===== src/rtl/clock_ctrl_if.sv =====
// Front-panel <-> counter-enable signal bundle for the digital-clock controller.
// All signals are plain clk-synchronous levels or single-cycle pulses; there is no valid/ready handshake.
interface clock_ctrl_if;
    logic       btn_mode;
    logic       btn_up;
    logic       btn_down;
    logic       sec_ca;
    logic       min_ca;
    logic       sec_cen;
    logic       min_cen;
    logic       hr_cen;
    logic       sec_inc;
    logic       sec_dec;
    logic       min_inc;
    logic       min_dec;
    logic       hr_inc;
    logic       hr_dec;
    logic [1:0] mode;
    logic       blink;

    modport master (
        output btn_mode, btn_up, btn_down, sec_ca, min_ca,
        input  sec_cen, min_cen, hr_cen, sec_inc, sec_dec,
               min_inc, min_dec, hr_inc, hr_dec, mode, blink
    );

    modport slave (
        input  btn_mode, btn_up, btn_down, sec_ca, min_ca,
        output sec_cen, min_cen, hr_cen, sec_inc, sec_dec,
               min_inc, min_dec, hr_inc, hr_dec, mode, blink
    );
endinterface


===== src/rtl/clock_ctrl.sv =====
// Digital-clock front panel: 1 Hz tick, carry gating, mode FSM, edit pulses with
// auto-repeat, and a blink strobe for the field being edited. The FSM state is the mode output.
module clock_ctrl #(
    parameter int PRESCALE   = 50_000_000,
    parameter int REPEAT_DLY = 25_000_000,
    parameter int REPEAT_PER = 5_000_000
) (
    input  logic         clk,
    input  logic         n_rst,
    clock_ctrl_if.slave  bus
);
    localparam logic [1:0] RUN     = 2'd0;
    localparam logic [1:0] SET_HR  = 2'd1;
    localparam logic [1:0] SET_MIN = 2'd2;
    localparam logic [1:0] SET_SEC = 2'd3;

    localparam int CW   = $clog2(PRESCALE);
    localparam int RMAX = (REPEAT_DLY > REPEAT_PER) ? REPEAT_DLY : REPEAT_PER;
    localparam int RW   = $clog2(RMAX + 1);

    localparam logic [CW-1:0] PS_LAST   = CW'(PRESCALE - 1);
    localparam logic [CW-1:0] HALF_LAST = CW'(PRESCALE / 2 - 1);
    localparam logic [RW-1:0] DLY_CNT   = RW'(REPEAT_DLY);
    localparam logic [RW-1:0] PER_CNT   = RW'(REPEAT_PER);

    logic [1:0]    state;
    logic          mode_s, up_s, dn_s;
    logic          mode_d, up_alone_d, dn_alone_d;
    logic [CW-1:0] cnt;
    logic          blink_r, sec_cen_r;
    logic [RW-1:0] rpt_cnt;
    logic          rpt_fast, hold_ok;
    logic [5:0]    pulse_r;   // {hr_inc, hr_dec, min_inc, min_dec, sec_inc, sec_dec}

    logic          mode_edge, up_alone, dn_alone, held, press, fire, edit;
    logic [RW-1:0] rpt_thr;

    // A button only counts while held alone; pressing both cancels, releasing one re-presses the other.
    assign mode_edge = mode_s & ~mode_d;
    assign up_alone  = up_s & ~dn_s;
    assign dn_alone  = dn_s & ~up_s;
    assign held      = up_alone | dn_alone;
    assign press     = (up_alone & ~up_alone_d) | (dn_alone & ~dn_alone_d);
    assign rpt_thr   = rpt_fast ? PER_CNT : DLY_CNT;
    assign fire      = hold_ok & held & ~press & (rpt_cnt == rpt_thr);
    assign edit      = ~mode_edge & (state != RUN) & (press | fire);

    always_ff @(posedge clk) begin
        if (!n_rst) begin
            mode_s     <= 1'b0;
            up_s       <= 1'b0;
            dn_s       <= 1'b0;
            mode_d     <= 1'b0;
            up_alone_d <= 1'b0;
            dn_alone_d <= 1'b0;
            state      <= RUN;
        end else begin
            mode_s     <= bus.btn_mode;
            up_s       <= bus.btn_up;
            dn_s       <= bus.btn_down;
            mode_d     <= mode_s;
            up_alone_d <= up_alone;
            dn_alone_d <= dn_alone;
            if (mode_edge)
                state <= state + 2'd1;
        end
    end

    // Shared counter: 1 s prescaler in RUN, blink half-period timer while editing.
    always_ff @(posedge clk) begin
        if (!n_rst) begin
            cnt       <= '0;
            blink_r   <= 1'b0;
            sec_cen_r <= 1'b0;
        end else if (mode_edge) begin
            cnt       <= '0;
            blink_r   <= 1'b0;
            sec_cen_r <= 1'b0;
        end else if (state == RUN) begin
            sec_cen_r <= (cnt == PS_LAST);
            cnt       <= (cnt == PS_LAST) ? '0 : cnt + 1'b1;
            blink_r   <= 1'b0;
        end else begin
            sec_cen_r <= 1'b0;
            if (cnt == HALF_LAST) begin
                cnt     <= '0;
                blink_r <= ~blink_r;
            end else begin
                cnt <= cnt + 1'b1;
            end
        end
    end

    // rpt_cnt runs 1..threshold from each press; rpt_fast selects the shorter period after the first repeat.
    always_ff @(posedge clk) begin
        if (!n_rst || mode_edge || !held) begin
            hold_ok  <= 1'b0;
            rpt_cnt  <= '0;
            rpt_fast <= 1'b0;
        end else if (press) begin
            hold_ok  <= 1'b1;
            rpt_cnt  <= RW'(1);
            rpt_fast <= 1'b0;
        end else if (hold_ok) begin
            if (rpt_cnt == rpt_thr) begin
                rpt_cnt  <= RW'(1);
                rpt_fast <= 1'b1;
            end else begin
                rpt_cnt <= rpt_cnt + 1'b1;
            end
        end
    end

    always_ff @(posedge clk) begin
        if (!n_rst) begin
            pulse_r <= '0;
        end else begin
            pulse_r <= '0;
            if (edit) begin
                case (state)
                    SET_HR:  pulse_r[5:4] <= {up_alone, dn_alone};
                    SET_MIN: pulse_r[3:2] <= {up_alone, dn_alone};
                    SET_SEC: pulse_r[1:0] <= {up_alone, dn_alone};
                    default: pulse_r      <= '0;
                endcase
            end
        end
    end

    assign bus.sec_cen = sec_cen_r;
    assign bus.min_cen = bus.sec_ca & (state == RUN);
    assign bus.hr_cen  = bus.min_ca & (state == RUN);
    assign bus.hr_inc  = pulse_r[5];
    assign bus.hr_dec  = pulse_r[4];
    assign bus.min_inc = pulse_r[3];
    assign bus.min_dec = pulse_r[2];
    assign bus.sec_inc = pulse_r[1];
    assign bus.sec_dec = pulse_r[0];
    assign bus.mode    = state;
    assign bus.blink   = blink_r;
endmodule


===== src/flat_wrapper.sv =====
// flat-port wrapper written by rule: the top's interface ports become plain ports
module clock_ctrl_flat 
#(
    parameter int PRESCALE   = 50_000_000,
    parameter int REPEAT_DLY = 25_000_000,
    parameter int REPEAT_PER = 5_000_000
)
  (clk, n_rst, bus_btn_mode, bus_btn_up, bus_btn_down, bus_sec_ca, bus_min_ca, bus_sec_cen, bus_min_cen, bus_hr_cen, bus_sec_inc, bus_sec_dec, bus_min_inc, bus_min_dec, bus_hr_inc, bus_hr_dec, bus_mode, bus_blink);
  clock_ctrl_if bus_i ();
  input  logic clk;
  input  logic n_rst;
  input wire logic [$bits(bus_i.btn_mode)-1:0] bus_btn_mode;
  input wire logic [$bits(bus_i.btn_up)-1:0] bus_btn_up;
  input wire logic [$bits(bus_i.btn_down)-1:0] bus_btn_down;
  input wire logic [$bits(bus_i.sec_ca)-1:0] bus_sec_ca;
  input wire logic [$bits(bus_i.min_ca)-1:0] bus_min_ca;
  output wire logic [$bits(bus_i.sec_cen)-1:0] bus_sec_cen;
  output wire logic [$bits(bus_i.min_cen)-1:0] bus_min_cen;
  output wire logic [$bits(bus_i.hr_cen)-1:0] bus_hr_cen;
  output wire logic [$bits(bus_i.sec_inc)-1:0] bus_sec_inc;
  output wire logic [$bits(bus_i.sec_dec)-1:0] bus_sec_dec;
  output wire logic [$bits(bus_i.min_inc)-1:0] bus_min_inc;
  output wire logic [$bits(bus_i.min_dec)-1:0] bus_min_dec;
  output wire logic [$bits(bus_i.hr_inc)-1:0] bus_hr_inc;
  output wire logic [$bits(bus_i.hr_dec)-1:0] bus_hr_dec;
  output wire logic [$bits(bus_i.mode)-1:0] bus_mode;
  output wire logic [$bits(bus_i.blink)-1:0] bus_blink;
  assign bus_i.btn_mode = bus_btn_mode;
  assign bus_i.btn_up = bus_btn_up;
  assign bus_i.btn_down = bus_btn_down;
  assign bus_i.sec_ca = bus_sec_ca;
  assign bus_i.min_ca = bus_min_ca;
  assign bus_sec_cen = bus_i.sec_cen;
  assign bus_min_cen = bus_i.min_cen;
  assign bus_hr_cen = bus_i.hr_cen;
  assign bus_sec_inc = bus_i.sec_inc;
  assign bus_sec_dec = bus_i.sec_dec;
  assign bus_min_inc = bus_i.min_inc;
  assign bus_min_dec = bus_i.min_dec;
  assign bus_hr_inc = bus_i.hr_inc;
  assign bus_hr_dec = bus_i.hr_dec;
  assign bus_mode = bus_i.mode;
  assign bus_blink = bus_i.blink;
  clock_ctrl #(.PRESCALE(PRESCALE), .REPEAT_DLY(REPEAT_DLY), .REPEAT_PER(REPEAT_PER)) u_core (.clk(clk), .n_rst(n_rst), .bus(bus_i));
endmodule

===== config.mk =====
export PLATFORM = sky130hd
export DESIGN_NAME = clock_ctrl_flat
export DESIGN_NICKNAME = d
export VERILOG_FILES = /design/src/rtl/clock_ctrl_if.sv /design/src/rtl/clock_ctrl.sv /design/src/flat_wrapper.sv
export SDC_FILE = /design/constraint.sdc
export NUM_CORES = 1
export LEC_CHECK = 0
export CAP_MARGIN = 20
export CORE_MARGIN = 1.5
export CORE_UTILIZATION = 60
export CTS_CLUSTER_DIAMETER = 60
export CTS_CLUSTER_SIZE = 24
export DETAILED_ROUTE_END_ITERATION = 10
export PLACE_DENSITY = 0.78
export SYNTH_ARGS = -nofsm -noshare
export SYNTH_HDL_FRONTEND = slang
export SYNTH_SLANG_ARGS = --single-unit

===== constraint.sdc =====
create_clock -name clk -period 2.8 [get_ports clk]
set_input_delay 0.42 -clock clk [delete_from_list [all_inputs] [get_ports clk]]
set_output_delay 0.42 -clock clk [all_outputs]
set_load 0.05 [all_outputs]

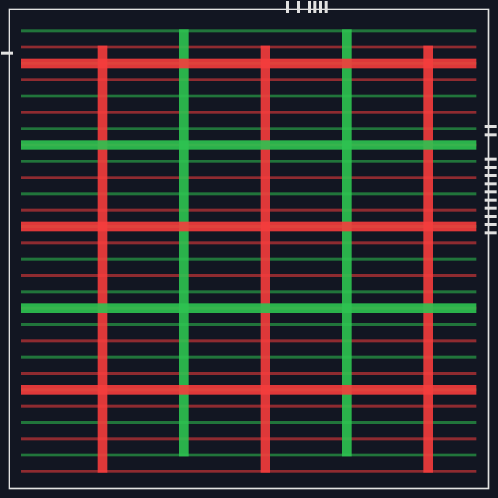
**Above:** power grid.
(6 px per um) Pins as bars on the die edge.
[red] VSS
[green] VDD
met1 rails: 28
rows: 27
met4 straps: 5
Core ar.: 0.005574 sq mm
Max rail drop VDD: 0.3060 mV

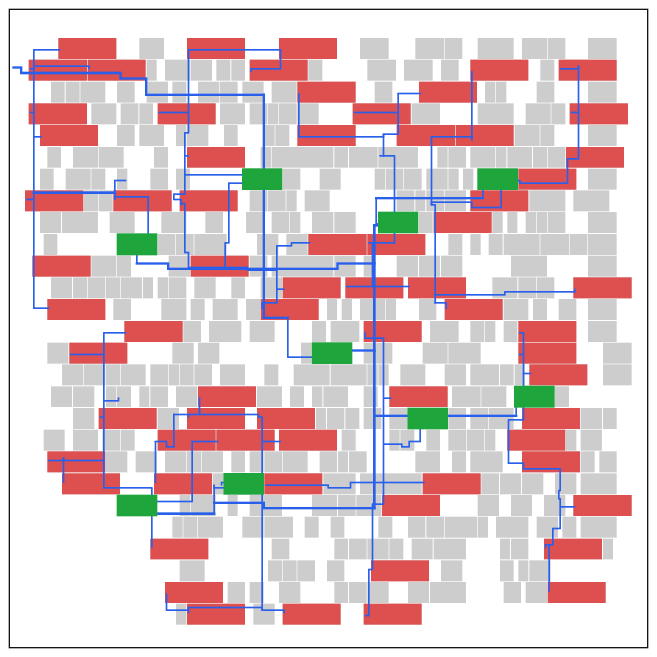
**Above:** routed clock nets over the placement.
(8 px per um)
[red] flip-flops | count: 69
[blue] clock wires | length: 831 um
[green] clock-net drivers | count: 9
flops lie: all over the die
Layout Skew: 9.936 ps
clk pwr: 0.684 mW
clock share of power: 38.2%
clk ins delay skew pair: 340 ps

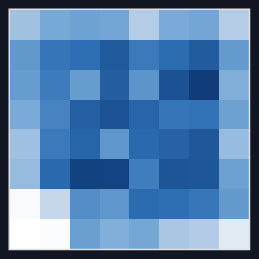
**Above:** cell area per tile.
(3 px per um) The die is cut into 8 by 8 equal tiles; white is low, dark blue is high, 0 to 100% covered.
fullest tile: 95%
densest ninth of the die: middle
nearly empty tiles: 3.1%
emptiest ninth of the die: bottom left
tiles over 75% full: 30%
final core occ: 69.56%
fp_density: 63.19%

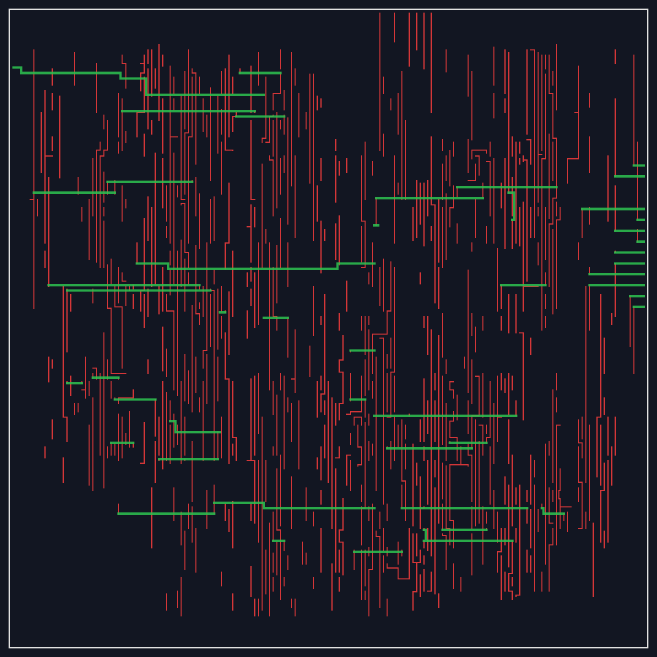
**Above:** metal layers overlaid.
(8 px per um) Only two layers are drawn.
[red] M2 | wire length: 3510 um
[green] M3 | wire length: 374 um

[per-stage QoR]
| stage | util (%) | worst slack [ps] | power, mW |
|---|---|---|---|
| floorplan | - | 559.6 | 1.094 |
| global placement | 66.71 | 606.6 | 1.128 |
| detailed placement | 66.71 | 599.9 | 1.131 |
| CTS | 69.56 | 298.8 | 1.806 |
| global route | 69.56 | 174.3 | 1.861 |
| finish | 69.56 | 306.5 | 1.792 |
[cell type report]
cell class | count | area [sq um]
clock inverter | 2 | 10.01
multi-input combinational | 283 | 1962
timing repair buffer | 25 | 232.7
inverter | 14 | 52.55
tap | 72 | 90.09
fill | 442 | 1697
clock buffer | 13 | 148.9
sequential | 69 | 1381
[worst paths after layout]
kind	endpoint	from	cells past startpoint
worst max-delay path	bus_min_cen	u_core.bus.mode[0]$_SDFFE_PN0P_	4
worst min register to register	u_core.mode_d$_SDFF_PN0_	u_core.mode_s$_SDFF_PN0_	1
worst max register to register	u_core.rpt_cnt[14]$_SDFFE_PP0P_	u_core.rpt_cnt[0]$_SDFFE_PP0P_	7
worst min-delay path	u_core.mode_d$_SDFF_PN0_	u_core.mode_s$_SDFF_PN0_	1
[layer usage]
layer | track usage [%] | up-vias | routed length [um] | part of all wire (%)
li1 | - | 1507 | - | -
met1 | 30.69 | 1437 | 3281 | 45
met2 | 40.51 | 79 | 3505 | 48
met3 | 7.543 | 9 | 374 | 5.2
met4 | 6.491 | 0 | 78 | 1.1
met5 | 0 | - | 0 | 0
[power breakdown]
part           switching (mW)  internal, mW  total [mW]
registers             0.00900         0.991        1.00
clock network           0.345         0.339       0.684
logic                  0.0661        0.0421       0.108
total                   0.420          1.37        1.79
[state kept, by name (all words and copies together) (netlist names)]
name,count
u_core.cnt,26
u_core.rpt_cnt,25
u_core.pulse_r,6
u_core.bus.mode,2
u_core.bus.blink,1
u_core.bus.sec_cen,1
u_core.dn_alone_d,1
u_core.dn_s,1
u_core.hold_ok,1
u_core.mode_d,1
u_core.mode_s,1
u_core.rpt_fast,1
u_core.up_alone_d,1
u_core.up_s,1
[synthesized netlist by cell type (2+ instances only)]
library cell | n | area [sq um]
a211oi_1 | 20 | 150.1
a211oi_2 | 2 | 25.02
a21oi_1 | 5 | 25.02
a311o_1 | 2 | 20.02
and2_1 | 8 | 50.05
and3_1 | 5 | 31.28
and4_1 | 7 | 61.31
buf_2 | 13 | 65.06
clkbuf_1 | 8 | 30.03
dfxtp_1 | 69 | 1381
ha_1 | 9 | 112.6
inv_1 | 14 | 52.55
nand2_1 | 20 | 75.07
nand2b_1 | 4 | 25.02
nand3_1 | 19 | 95.09
nand4_1 | 27 | 168.9
nand4b_1 | 8 | 70.07
nand4bb_1 | 2 | 22.52
nor2_1 | 13 | 48.80
nor3_1 | 22 | 110.1
nor3b_1 | 2 | 15.01
nor4_1 | 4 | 25.02
nor4_4 | 2 | 42.54
nor4bb_1 | 2 | 20.02
o21ai_0 | 18 | 90.09
o31ai_1 | 11 | 82.58
or3_1 | 13 | 81.33
or4_1 | 15 | 112.6
or4_4 | 4 | 45.04
or4bb_1 | 2 | 22.52
xnor2_1 | 8 | 70.07
xor2_1 | 16 | 140.1
==> Changelog: implementation <==
### Changed

* Outcome: finished clean
* Data arrival, critical path at around 2100 ps
* Post-synthesis chip area from yosys at approximately 0.0035 sq mm
* Clk pin slew, worst setup/hold paths at about 70 ps
* CP top delay family: buffers and inverters
* Max FO, Critical Path at 5
* Final hold slack at 468.0 ps
* H-tree Lvls at 3
* Post-Synth Adder-Cell Area at under 10%
* CTS Buf Count at 9
* Setup TNS at 0 ps
* Critical-path top delay cell: clkdlybuf4s50_1
* Fmax at 0.4010 GHz
* Die Span Y at 79.62 um
* Post-synth net total at 405
* Final hold vios at 0
* CTS tree: done
* Post-CTS Resized at 0
* Final slew viol count at 0
* R2r setup slk at between 600 and 700 ps
* Top cells excl fill/tap: 69 x dfxtp_1, 27 x nand4_1, 22 x nor3_1, 20 x a211oi_1, 20 x nand2_1
* Post-DP Area at 0.003719 sq mm
* Largest net degree at the start of global routing at 26
* Post-Syn Area at ~0.0035 sq mm
* Flip-flops with a built-in enable at 0
* Finish-stage setup viols at 0
* Min-Delay Path Class: reg2reg
* Initial DRC Count at 178
* Mux area share at less than 1%
* Post-DP HPWL at 5.074 mm
* Sink count of the clock tree at between 60 and 70
* Ys async rst share at 0%
* Antenna cells at 0
* Commonest flop: dfxtp_1
* Post-CTS setup buffer count at 0
* DRT Pass-1 Iters at 4
* Avg Inst Size Synth at just over 9 sq um
* Tool warnings at 31
* Syn-to-layout area delta at 10.09%
* Post-route ant nets at 0
* Basic Gates by Area at 33.07%
* Yosys cell count at 389
* Top non-seq family: simple AND/OR/NAND/NOR gates
* Buf+Inv Stages, Crit Path at 2
* CTS max path bufs at 2
* GRT Residual Overflow at 0
* Die area at 0.006339 sq mm
* Setup CP Type: reg2out
* Tot GR Track Use at 24.44%
* Placer Congestion at 0.8147
* Minimum clock period at 2493 ps
* Syn. warnings at 0
* Worst path cell trace: inv_1 > ha_1 > and2_1 > clkdlybuf4s50_1
* Final Cell Area at approximately 0.0039 sq mm
* Tcrit/Tclk final at 89.05%
* Post-synth seq share at 39.22%
* Syn Inst Count at 389
* CP Launch Type: register
* PwrDens at approximately 460 mW/mm^2
* Post-placement cell count at 463
* Number of vias per cell at approximately 6.3
* Pleak at ~1.2 nW
* Non-filler cells, final at 478
* Number of port buffers at 18
* Headroom to the max-slew limit at 66.46%
* Initial antenna violation count at 0
* Setup crit end kind: primary output
* XOR Share, Synth at 5.968%
* Worst-Margin Slew at 501.5 ps
* Vias in the first global route at 2733
* Vias at 3032
* Max-capacitance violation count at 0
* Hold buffers post-CTS at 0
* Die boundary width at 79.62 um
* Net count, final at approximately 420
* Registers, synthesis at approximately 69
* Cell Type Count at between 40 and 50
* DRT Wirelength at 7.238 mm
* Clock root buffer master: clkbuf_8
* # DRC at 0
* Layout cells sized above 1 at 8.128%
* Boundary pin count at 19
* Delay of the slowest cell on the worst path at between 700 and 800 ps
* Crit path required time at 2380 ps
* Wire length per cell at ~15 um
* Rows at 27
* RSZ-0062 raised after global routing: false
* First-pass GRT wire length at 12.17 mm
* Synth Area in Compound Gates at 12.86%
* Commonest Layout Cell: dfxtp_1
No activity file was given, so power comes from the tool's default toggle rates.
